Fig. 1: run 1, met3 routing
Scale bar: 10 µm. Cells faint in the background.
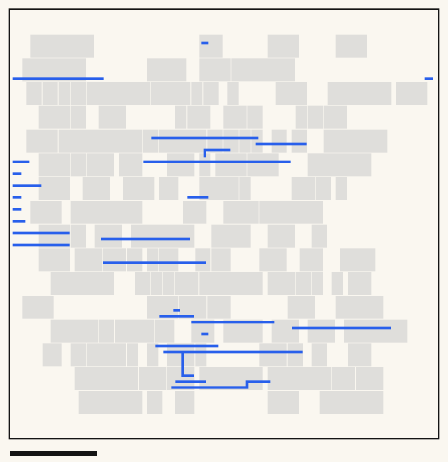
Fig. 2: run 1, selected gate families
Scale bar: 10 µm.
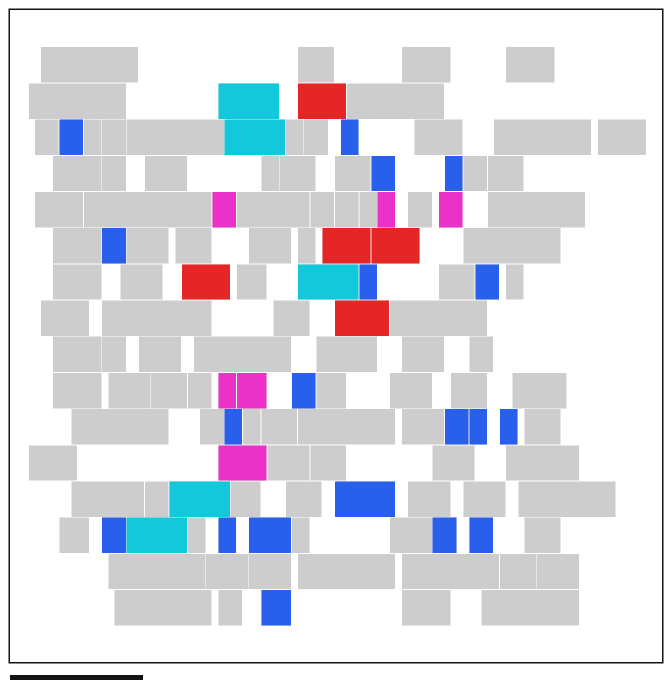
Fig. 3: run 1, metal 1
Scale bar: 10 µm. Supply wires on this layer in grey.
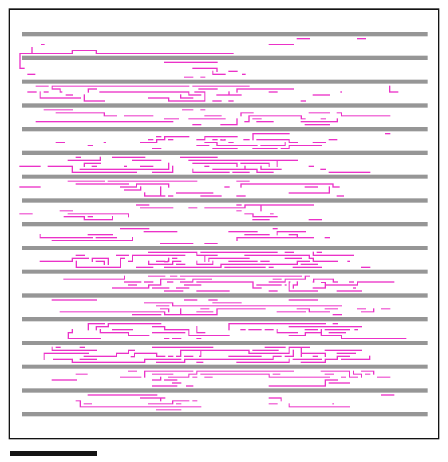
`src/rtl/level_clk_sel_pkg.sv`:
```
// Shared definitions for the level-clock selector and the divider bank:
// switch-state encoding, default channel count and switch timeout, and a
// helper that decides whether a requested level exists.
package level_clk_sel_pkg;

   // Switch state machine encoding.
   typedef enum logic [1:0] {
      RUN      = 2'd0,
      HOLD_OLD = 2'd1,
      WAIT_NEW = 2'd2
   } lcs_state_e;

   // Defaults shared with the divider bank.
   localparam int LCS_N_CH    = 4;
   localparam int LCS_TIMEOUT = 1023;

   // A level request is only meaningful when it names an existing source.
   function automatic logic sel_valid(input int unsigned sel, input int unsigned n_ch);
      return (sel < n_ch);
   endfunction

endpackage

```
`src/rtl/level_clk_sel_edge_tick.sv`:
```
// Registered rising-edge pulse generator. Registers the incoming level and,
// in the same cycle, a one-cycle pulse that is high when the level being
// registered is 1 and the level currently held is 0. Also used by the
// sequencer for button edges.
module edge_tick (
   input  logic clk_i,
   input  logic rstn_i,
   input  logic d_i,
   output logic q_o,
   output logic tick_o
);

   logic q_q;
   logic tick_q;

   // Register the level and its rising-edge pulse together.
   always_ff @(posedge clk_i) begin
      if (!rstn_i) begin
         q_q    <= 1'b0;
         tick_q <= 1'b0;
      end else begin
         q_q    <= d_i;
         tick_q <= d_i & ~q_q;
      end
   end

   assign q_o    = q_q;
   assign tick_o = tick_q;

endmodule

```
`src/rtl/level_clk_sel.sv`:
```
// Glitch-free level-clock selector. Picks one of N_CH slow square-wave
// sources (all synchronous to CLK_i) and registers it onto CLKHZ_o, with a
// one-cycle rising-edge tick for the game sequencer. A level change first
// waits for the old source to go low, forces the output low, then waits for
// the new source to be low before handing over, so the output only ever
// shows complete high phases. A saturating counter bounds each wait so a
// stuck source cannot hang the switch.
module level_clk_sel
   import level_clk_sel_pkg::*;
#(
   parameter  int N_CH    = LCS_N_CH,
   parameter  int TIMEOUT = LCS_TIMEOUT,
   localparam int SEL_W   = (N_CH > 1) ? $clog2(N_CH) : 1
) (
   input  logic             CLK_i,
   input  logic             RSTN_i,
   input  logic [N_CH-1:0]  CL_i,
   input  logic [SEL_W-1:0] level_i,
   output logic             CLKHZ_o,
   output logic             tick_o,
   output logic [SEL_W-1:0] level_o,
   output logic             busy_o
);

   localparam int CNT_W = $clog2(TIMEOUT + 1);
   localparam int N_PAD = 1 << SEL_W;

   lcs_state_e       state_q;
   logic [SEL_W-1:0] level_q;
   logic [SEL_W-1:0] pend_q;
   logic [CNT_W-1:0] cnt_q;
   logic             busy_q;

   logic [N_PAD-1:0] cl_pad_s;
   logic             valid_s;
   logic [SEL_W-1:0] pend_n_s;
   logic             old_bit_s;
   logic             new_bit_s;
   logic             tmo_s;
   logic             withdraw_s;
   logic [CNT_W-1:0] cnt_inc_s;
   logic             clkhz_d;

   // Pad the source vector to a power of two so any select value indexes
   // a defined bit; padding bits read as 0.
   assign cl_pad_s = N_PAD'(CL_i);

   // Requests naming a non-existent level are ignored everywhere.
   assign valid_s = sel_valid(32'(level_i), 32'(N_CH));

   // Pending target after this cycle: a valid request always retargets.
   assign pend_n_s = valid_s ? level_i : pend_q;

   assign old_bit_s = cl_pad_s[level_q];
   assign new_bit_s = cl_pad_s[pend_n_s];

   // The wait ends on the TIMEOUT-th cycle spent in the switch state.
   assign tmo_s = (cnt_q >= CNT_W'(TIMEOUT - 1));

   // Saturating counter increment; it never wraps.
   assign cnt_inc_s = (cnt_q == CNT_W'(TIMEOUT)) ? cnt_q : (cnt_q + CNT_W'(1));

   // Request withdrawn while still showing the old source.
   assign withdraw_s = (state_q == HOLD_OLD) && valid_s && (level_i == level_q);

   // Next value of the output clock: follow the active source except while
   // the hand-over is in progress, where it is forced low.
   always_comb begin
      clkhz_d = 1'b0;
      case (state_q)
         RUN: begin
            clkhz_d = old_bit_s;
         end
         HOLD_OLD: begin
            if (withdraw_s) begin
               clkhz_d = old_bit_s;
            end else if (!old_bit_s || tmo_s) begin
               clkhz_d = 1'b0;
            end else begin
               clkhz_d = old_bit_s;
            end
         end
         WAIT_NEW: begin
            clkhz_d = 1'b0;
         end
         default: begin
            clkhz_d = 1'b0;
         end
      endcase
   end

   // Switch state machine with registered active level, pending level,
   // wait counter and busy flag.
   always_ff @(posedge CLK_i) begin
      if (!RSTN_i) begin
         state_q <= RUN;
         level_q <= '0;
         pend_q  <= '0;
         cnt_q   <= '0;
         busy_q  <= 1'b0;
      end else begin
         case (state_q)
            RUN: begin
               if (valid_s && (level_i != level_q)) begin
                  pend_q  <= level_i;
                  busy_q  <= 1'b1;
                  cnt_q   <= '0;
                  state_q <= HOLD_OLD;
               end
            end
            HOLD_OLD: begin
               if (withdraw_s) begin
                  busy_q  <= 1'b0;
                  cnt_q   <= '0;
                  state_q <= RUN;
               end else begin
                  pend_q <= pend_n_s;
                  // Always pass through WAIT_NEW, even when the new source
                  // is already low, so at least one forced-low cycle occurs.
                  if (!old_bit_s || tmo_s) begin
                     cnt_q   <= '0;
                     state_q <= WAIT_NEW;
                  end else begin
                     cnt_q <= cnt_inc_s;
                  end
               end
            end
            WAIT_NEW: begin
               pend_q <= pend_n_s;
               // Hand over only while the new source is low, so the first
               // high seen on the output is a whole high phase.
               if (!new_bit_s || tmo_s) begin
                  level_q <= pend_n_s;
                  busy_q  <= 1'b0;
                  cnt_q   <= '0;
                  state_q <= RUN;
               end else begin
                  cnt_q <= cnt_inc_s;
               end
            end
            default: begin
               busy_q  <= 1'b0;
               cnt_q   <= '0;
               state_q <= RUN;
            end
         endcase
      end
   end

   // Output clock register and its rising-edge tick.
   edge_tick u_edge_tick (
      .clk_i  (CLK_i),
      .rstn_i (RSTN_i),
      .d_i    (clkhz_d),
      .q_o    (CLKHZ_o),
      .tick_o (tick_o)
   );

   assign level_o = level_q;
   assign busy_o  = busy_q;

endmodule

```
`config.mk`:
```
export PLATFORM = sky130hd
export DESIGN_NAME = level_clk_sel
export DESIGN_NICKNAME = d
export VERILOG_FILES = /design/src/rtl/level_clk_sel_pkg.sv /design/src/rtl/level_clk_sel_edge_tick.sv /design/src/rtl/level_clk_sel.sv
export SDC_FILE = /design/constraint.sdc
export NUM_CORES = 1
export LEC_CHECK = 0
export CAP_MARGIN = 20
export CORE_UTILIZATION = 50
export CTS_CLUSTER_SIZE = 20
export DETAILED_ROUTE_END_ITERATION = 10
export PLACE_DENSITY = 0.73
export SKIP_LAST_GASP = 1
export SYNTH_ARGS = -nofsm -noshare
export SYNTH_HDL_FRONTEND = slang
export SYNTH_SLANG_ARGS = --single-unit
export TNS_END_PERCENT = 100
```
`constraint.sdc`:
```
create_clock -name CLK_i -period 4.8 [get_ports CLK_i]
set_clock_uncertainty 0.2 [all_clocks]
set_input_delay 0.96 -clock CLK_i [delete_from_list [all_inputs] [get_ports CLK_i]]
set_output_delay 0.96 -clock CLK_i [all_outputs]
set_load 0.005 [all_outputs]
```
==> results.json, run 1 <==
{
  "crit_family": "AND-OR/OR-AND gates",
  "mux_share_pct": 4.417,
  "synthCells": 119,
  "r2r_slack_ns": 2.53,
  "total_power_mw": 0.2925,
  "ys_top_cells_by_count": "dfxtp_1 (17), nand3_1 (9), inv_1 (8), o21ai_0 (8), nand2_1 (7)",
  "grt_pass1_vias": 912,
  "post_dp_cell_area_mm2": 0.001232,
  "synth_nets": 132,
  "clockBufferDepth": 2,
  "topCellsByArea": "dfxtp_1 (31%), ha_1 (5.7%), a221oi_1 (4.8%)",
  "cts_tree": "done",
  "pre_cts_ws_ns": 1.493,
  "portBuffers": 12,
  "overflow": 0,
  "crit_cells": 5,
  "yosys_warnings": 0,
  "die.size.x_um": 49.01,
  "power_frac_clock_pct": 27.9,
  "setup_tns_ns": 0,
  "path_cells": "clkdlybuf4s50_1, mux4_2, and2_4, o211ai_2, a221oi_1",
  "period_needed_ns": 2.991,
  "hold_viol": 0,
  "finalNonFillerCells": 158,
  "status": "completed",
  "numCtsBuffers": 3,
  "worst-path-max-fanout": 10,
  "crit_required_ns": 4.75,
  "holdPathStages": 1,
  "htree_levels": 1,
  "fillers": 180,
  "via_per_inst": 6.608,
  "postRouteAntennaNets": 0,
  "nets": 145,
  "final_cell_mix": "dfxtp_1 (17), clkdlybuf4s50_1 (12), nand3_1 (9)",
  "p_seq_mw": 0.151,
  "antenna_cells": 0,
  "ys_sh_xor_pct": 3.171,
  "worstMarginPinSlew_ns": 0.6172,
  "netlist_area_mm2": 0.001105,
  "dieArea_mm2": 0.002401,
  "yosys.cell_count.top_type": "dfxtp_1",
  "flop_cell": "dfxtp_1",
  "cap_viol_max_count": 0,
  "yosys.cell_types.count": 42,
  "async_reset_ff_share_pct": 0,
  "worstSetupStartpoint": "level_i[0]",
  "rsz0062_at_grt": "no",
  "rows": 16,
  "warnings": 29,
  "slew_headroom_pct": 58.74,
  "dr.pass1.iters": 4,
  "topCombFamilyByArea": "AND-OR/OR-AND gates",
  "drt_iter0_drc": 23,
  "internal_power_mw": 0.2068,
  "setup_viol": 0,
  "hold_start": "u_edge_tick.q_o",
  "cts_resized": 0,
  "crit_path_max_incr_delay_ns": 0.56,
  "fin_ws_ns": 1.809,
  "fin_area_mm2": 0.001259,
  "post-route-util_pct": 62.25,
  "ios": 13,
  "core_mm2": 0.002022,
  "ys_sh_aoi_pct": 30.80,
  "grt_max_degree": 15,
  "yosys.area.top_type_share_pct": 30.80,
  "ys_cells": 119,
  "hpwl_um": 1887,
  "clkSlewWorstSetupHoldPaths_ns": 0.10,
  "pwr-share-seq_pct": 51.5,
  "top_power_group": "sequential cells",
  "maxSlewViolCount": 0,
  "ff2ff_path_depth": 4,
  "place_congestion": 0.8631,
  "reg2reg_to": "cnt_q[0]",
  "clkLatencyLatePin_ns": 0.30,
  "worst-path-buf-inv": 1,
  "fmax_ghz": 0.3343,
  "synth_flops": 17,
  "fin_crit_sh_pct": 62.31,
  "timing.rr.start": "level_o[0]",
  "grt_pass1_wl_um": 4215,
  "powerComb_mw": 0.0602,
  "powerClk_mw": 0.0816,
  "critPathCapture": "cnt_q[0]",
  "p_switching_mw": 0.08568,
  "ctsHoldBuffers": 0,
  "yosysChipArea_mm2": 0.001105,
  "hold_end": "u_edge_tick.tick_o",
  "chipHeight_um": 49.01,
  "start_kind": "input port",
  "grtUsageTotal_pct": 23.15,
  "edf_count": 0,
  "synth.avg_cell_area_um2": 9.284,
  "antenna_found_initial": 0,
  "synthAdderAreaFrac_pct": 5.663,
  "crit_slowest_cell": "clkdlybuf4s50_1",
  "hold-worst-slack_ns": 0.2261,
  "endpoint_kind": "register",
  "drive_gt1_share_pct": 11.45,
  "vdd_drop_max_v": 0.0001807,
  "ys_seq_share_pct": 30.80,
  "wl_per_cell_um": 16.70,
  "power_density_mw_per_mm2": 232.4,
  "clkSinkCount": 17,
  "leakage_nw": 0.4072,
  "post-route-drc-count": 0,
  "sw_frac_of_total_pct": 29.29,
  "path_class": "input port to register",
  "root_buffer": "clkbuf_4"
}
Notes on Fig. 1 above:
share of all routed wire	6.0%
longest straight run	16.6 µm
wire length on this layer	158 µm
nets with wire on the layer	21
via total after detailed routing: 1,044
Post-Route WL: 2639 µm
met3 Usage GRT: 1.869%

Notes on Fig. 2 above:
family	colour	cells
AND-OR and OR-AND gates	red	5
NOR gates	magenta	6
NAND gates	blue	19
adder and majority cells	cyan	5

Notes on Fig. 3 above:
longest straight run	19.3 µm
wire length on this layer	1,120 µm
met1 Use GR: 30.95%

## run 1: cell type report
class / instances / area [µm²] / share of cell area (%)
Timing Repair Buffer: 13 / 127.6 / 10.14
Inverter: 8 / 30.03 / 2.386
Multi-Input combinational cell: 89 / 700.7 / 55.67
Tap cell: 27 / 33.78 / 2.684
Clock buffer: 4 / 26.28 / 2.087
Sequential cell: 17 / 340.3 / 27.04
## run 1: sequential cells by signal (all words and copies together), names as in the netlist
| register | count |
|---|---|
| busy_o | 1 |
| cnt_q | 10 |
| level_o | 2 |
| state_q | 2 |
| u_edge_tick.q_o | 1 |
| u_edge_tick.tick_o | 1 |
## run 1: layer usage
metal	part of all wire (%)	GRT usage [%]	wire length [µm]
met3	5.9	1.869	157
met2	49	37.50	1299
met4	2.3	11.27	60
met1	42	30.95	1121
met5	0	0	0
Fig. 4: run 1, track usage over the die
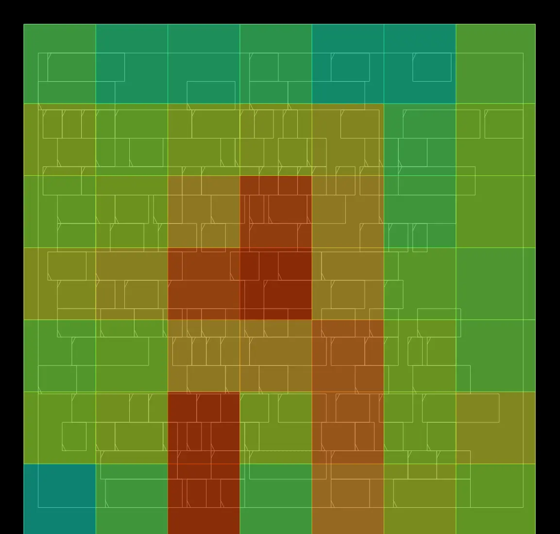

--- run 2 (diff from run 1) ---
==> constraint.sdc (replaced) <==
create_clock -name CLK_i -period 3.1 [get_ports CLK_i]
set_clock_uncertainty 0.2 [all_clocks]
set_input_delay 0.62 -clock CLK_i [delete_from_list [all_inputs] [get_ports CLK_i]]
set_output_delay 0.62 -clock CLK_i [all_outputs]
set_load 0.005 [all_outputs]
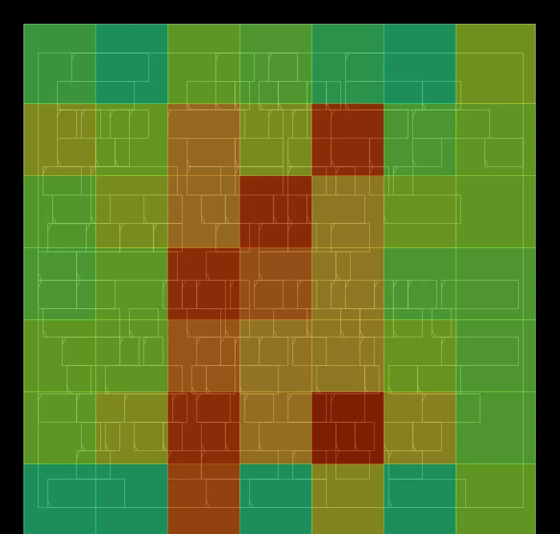
Fig. 5. Track usage over the die (run 2).
Final Util: 64.11%
Top Usage Layer GRT: met2
GRT Util Overall: 23.20%
met2 GRT Util: 37.50%

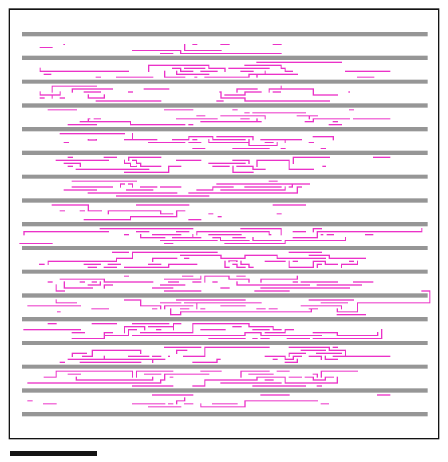
Fig. 6. Metal 1 (run 2).
Scale bar: 10 µm. Supply wires on this layer in grey.
longest straight run	15.2 µm
wire length on this layer	1,200 µm

==> run 2 against run 1 <==
  * Total power is 55% higher
  * Global-route usage is 0.051 points higher
  * Worst setup slack worse by 1.2 ns
  * Non-clock buffer count is 5 higher
  * Critical path depth stayed put
  * Register-to-register slack worse by 1.6 ns
  * Cell count is 3.2% higher
==> results.json, run 2 <==
{
  "place_congestion": 0.7728,
  "total_power_mw": 0.4541,
  "fillers": 181,
  "leakage_nw": 0.4302,
  "dieArea_mm2": 0.002401,
  "p_seq_mw": 0.234,
  "crit_path_max_incr_delay_ns": 0.57,
  "portBuffers": 12,
  "clockBufferDepth": 2,
  "worst-path-max-fanout": 6,
  "antenna_cells": 0,
  "fin_ws_ns": 0.5895,
  "clkLatencyLatePin_ns": 0.30,
  "crit_slowest_cell": "clkdlybuf4s50_1",
  "cap_viol_max_count": 0,
  "rsz0062_at_grt": "no",
  "yosys.area.top_type_share_pct": 30.80,
  "synth.avg_cell_area_um2": 9.284,
  "post-route-drc-count": 0,
  "yosysChipArea_mm2": 0.001105,
  "cts_tree": "done",
  "dr_wl_met2_um": 1161,
  "ff2ff_path_depth": 7,
  "top_register": "cnt_q",
  "ctsHoldBuffers": 0,
  "endpoint_kind": "register",
  "synth_flops": 17,
  "drt_iter0_drc": 19,
  "p_switching_mw": 0.1297,
  "synth_nets": 132,
  "powerClk_mw": 0.123,
  "status": "completed",
  "cts_resized": 0,
  "yosys_warnings": 0,
  "met1_usage_pct": 29.73,
  "wirelength_met1_um": 1203,
  "setup_viol": 0,
  "maxSlewViolCount": 0,
  "grt_max_degree": 13,
  "yosys.cell_count.top_type": "dfxtp_1",
  "numCtsBuffers": 3,
  "postRouteAntennaNets": 0,
  "finalNonFillerCells": 163,
  "period_needed_ns": 2.510,
  "hpwl_um": 1885,
  "fin_area_mm2": 0.001296,
  "timing.rr.start": "state_q[0]",
  "flop_cell": "dfxtp_1",
  "topCellsByArea": "dfxtp_1 (31%), ha_1 (5.7%), a221oi_1 (4.8%)",
  "r2r_slack_ns": 0.92,
  "crit_family": "buffers and inverters",
  "core_mm2": 0.002022,
  "ys_top_cells_by_count": "dfxtp_1 (17), nand3_1 (9), inv_1 (8), o21ai_0 (8), nand2_1 (7)",
  "slew_headroom_pct": 61.78,
  "hold_viol": 0,
  "antenna_found_initial": 0,
  "pre_cts_ws_ns": 0.2715,
  "crit_required_ns": 3.09,
  "drive_gt1_share_pct": 14.71,
  "chipHeight_um": 49.01,
  "power_density_mw_per_mm2": 350.4,
  "die.size.x_um": 49.01,
  "fmax_ghz": 0.3983,
  "internal_power_mw": 0.3245,
  "clkSlewWorstSetupHoldPaths_ns": 0.10,
  "via_per_inst": 6.301,
  "start_kind": "input port",
  "hold_start": "u_edge_tick.q_o",
  "synthCells": 119,
  "power_frac_clock_pct": 27.2,
  "sw_frac_of_total_pct": 28.56,
  "hold-worst-slack_ns": 0.2310,
  "reg2reg_to": "cnt_q[4]",
  "ys_cells": 119,
  "path_class": "input port to register",
  "clkSinkCount": 17,
  "nets": 150,
  "worstMarginPinSlew_ns": 0.5701,
  "grt_pass1_wl_um": 4271,
  "ys_seq_share_pct": 30.80,
  "setup_tns_ns": 0
}
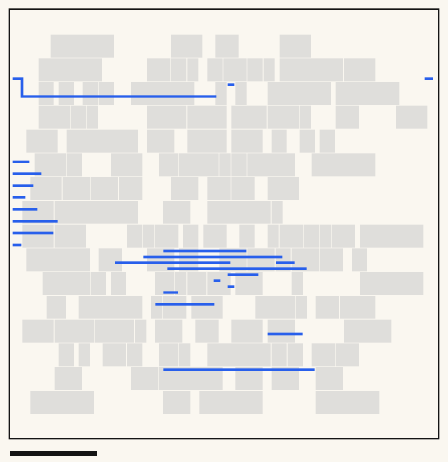
Fig. 7. Met3 routing (run 2).
Scale bar: 10 µm. Cells faint in the background.
longest straight run	22.1 µm
share of all routed wire	5.3%
main direction	horizontal
nets with wire on the layer	21
met3 Usage GRT: 3.115%
Post-Route WL: 2542 µm
via total after detailed routing: 1,027

==> run 2: logic make-up (layout without fill, tap and decap cells) <==
family,after synthesis,in the layout,share of synthesized area (%)
AND-OR/OR-AND,43,43,30.81
XOR/XNOR,4,4,3.172
adder cells (fa/ha/maj),5,5,5.663
buffers and inverters,13,30,5.776
flip-flops,17,17,30.80
multiplexers,2,2,4.417
AND/OR/NAND/NOR,35,35,19.37
==> run 2: cell type report <==
cell class / instances / area (µm²) / area share, %
multi-input combinational: 89 / 700.7 / 54.05
sequential: 17 / 340.3 / 26.25
timing repair buffer: 18 / 165.2 / 12.74
tap: 27 / 33.78 / 2.606
inverter: 8 / 30.03 / 2.317
clock buffer: 4 / 26.28 / 2.027
No activity file was given, so power comes from the tool's default toggle rates.
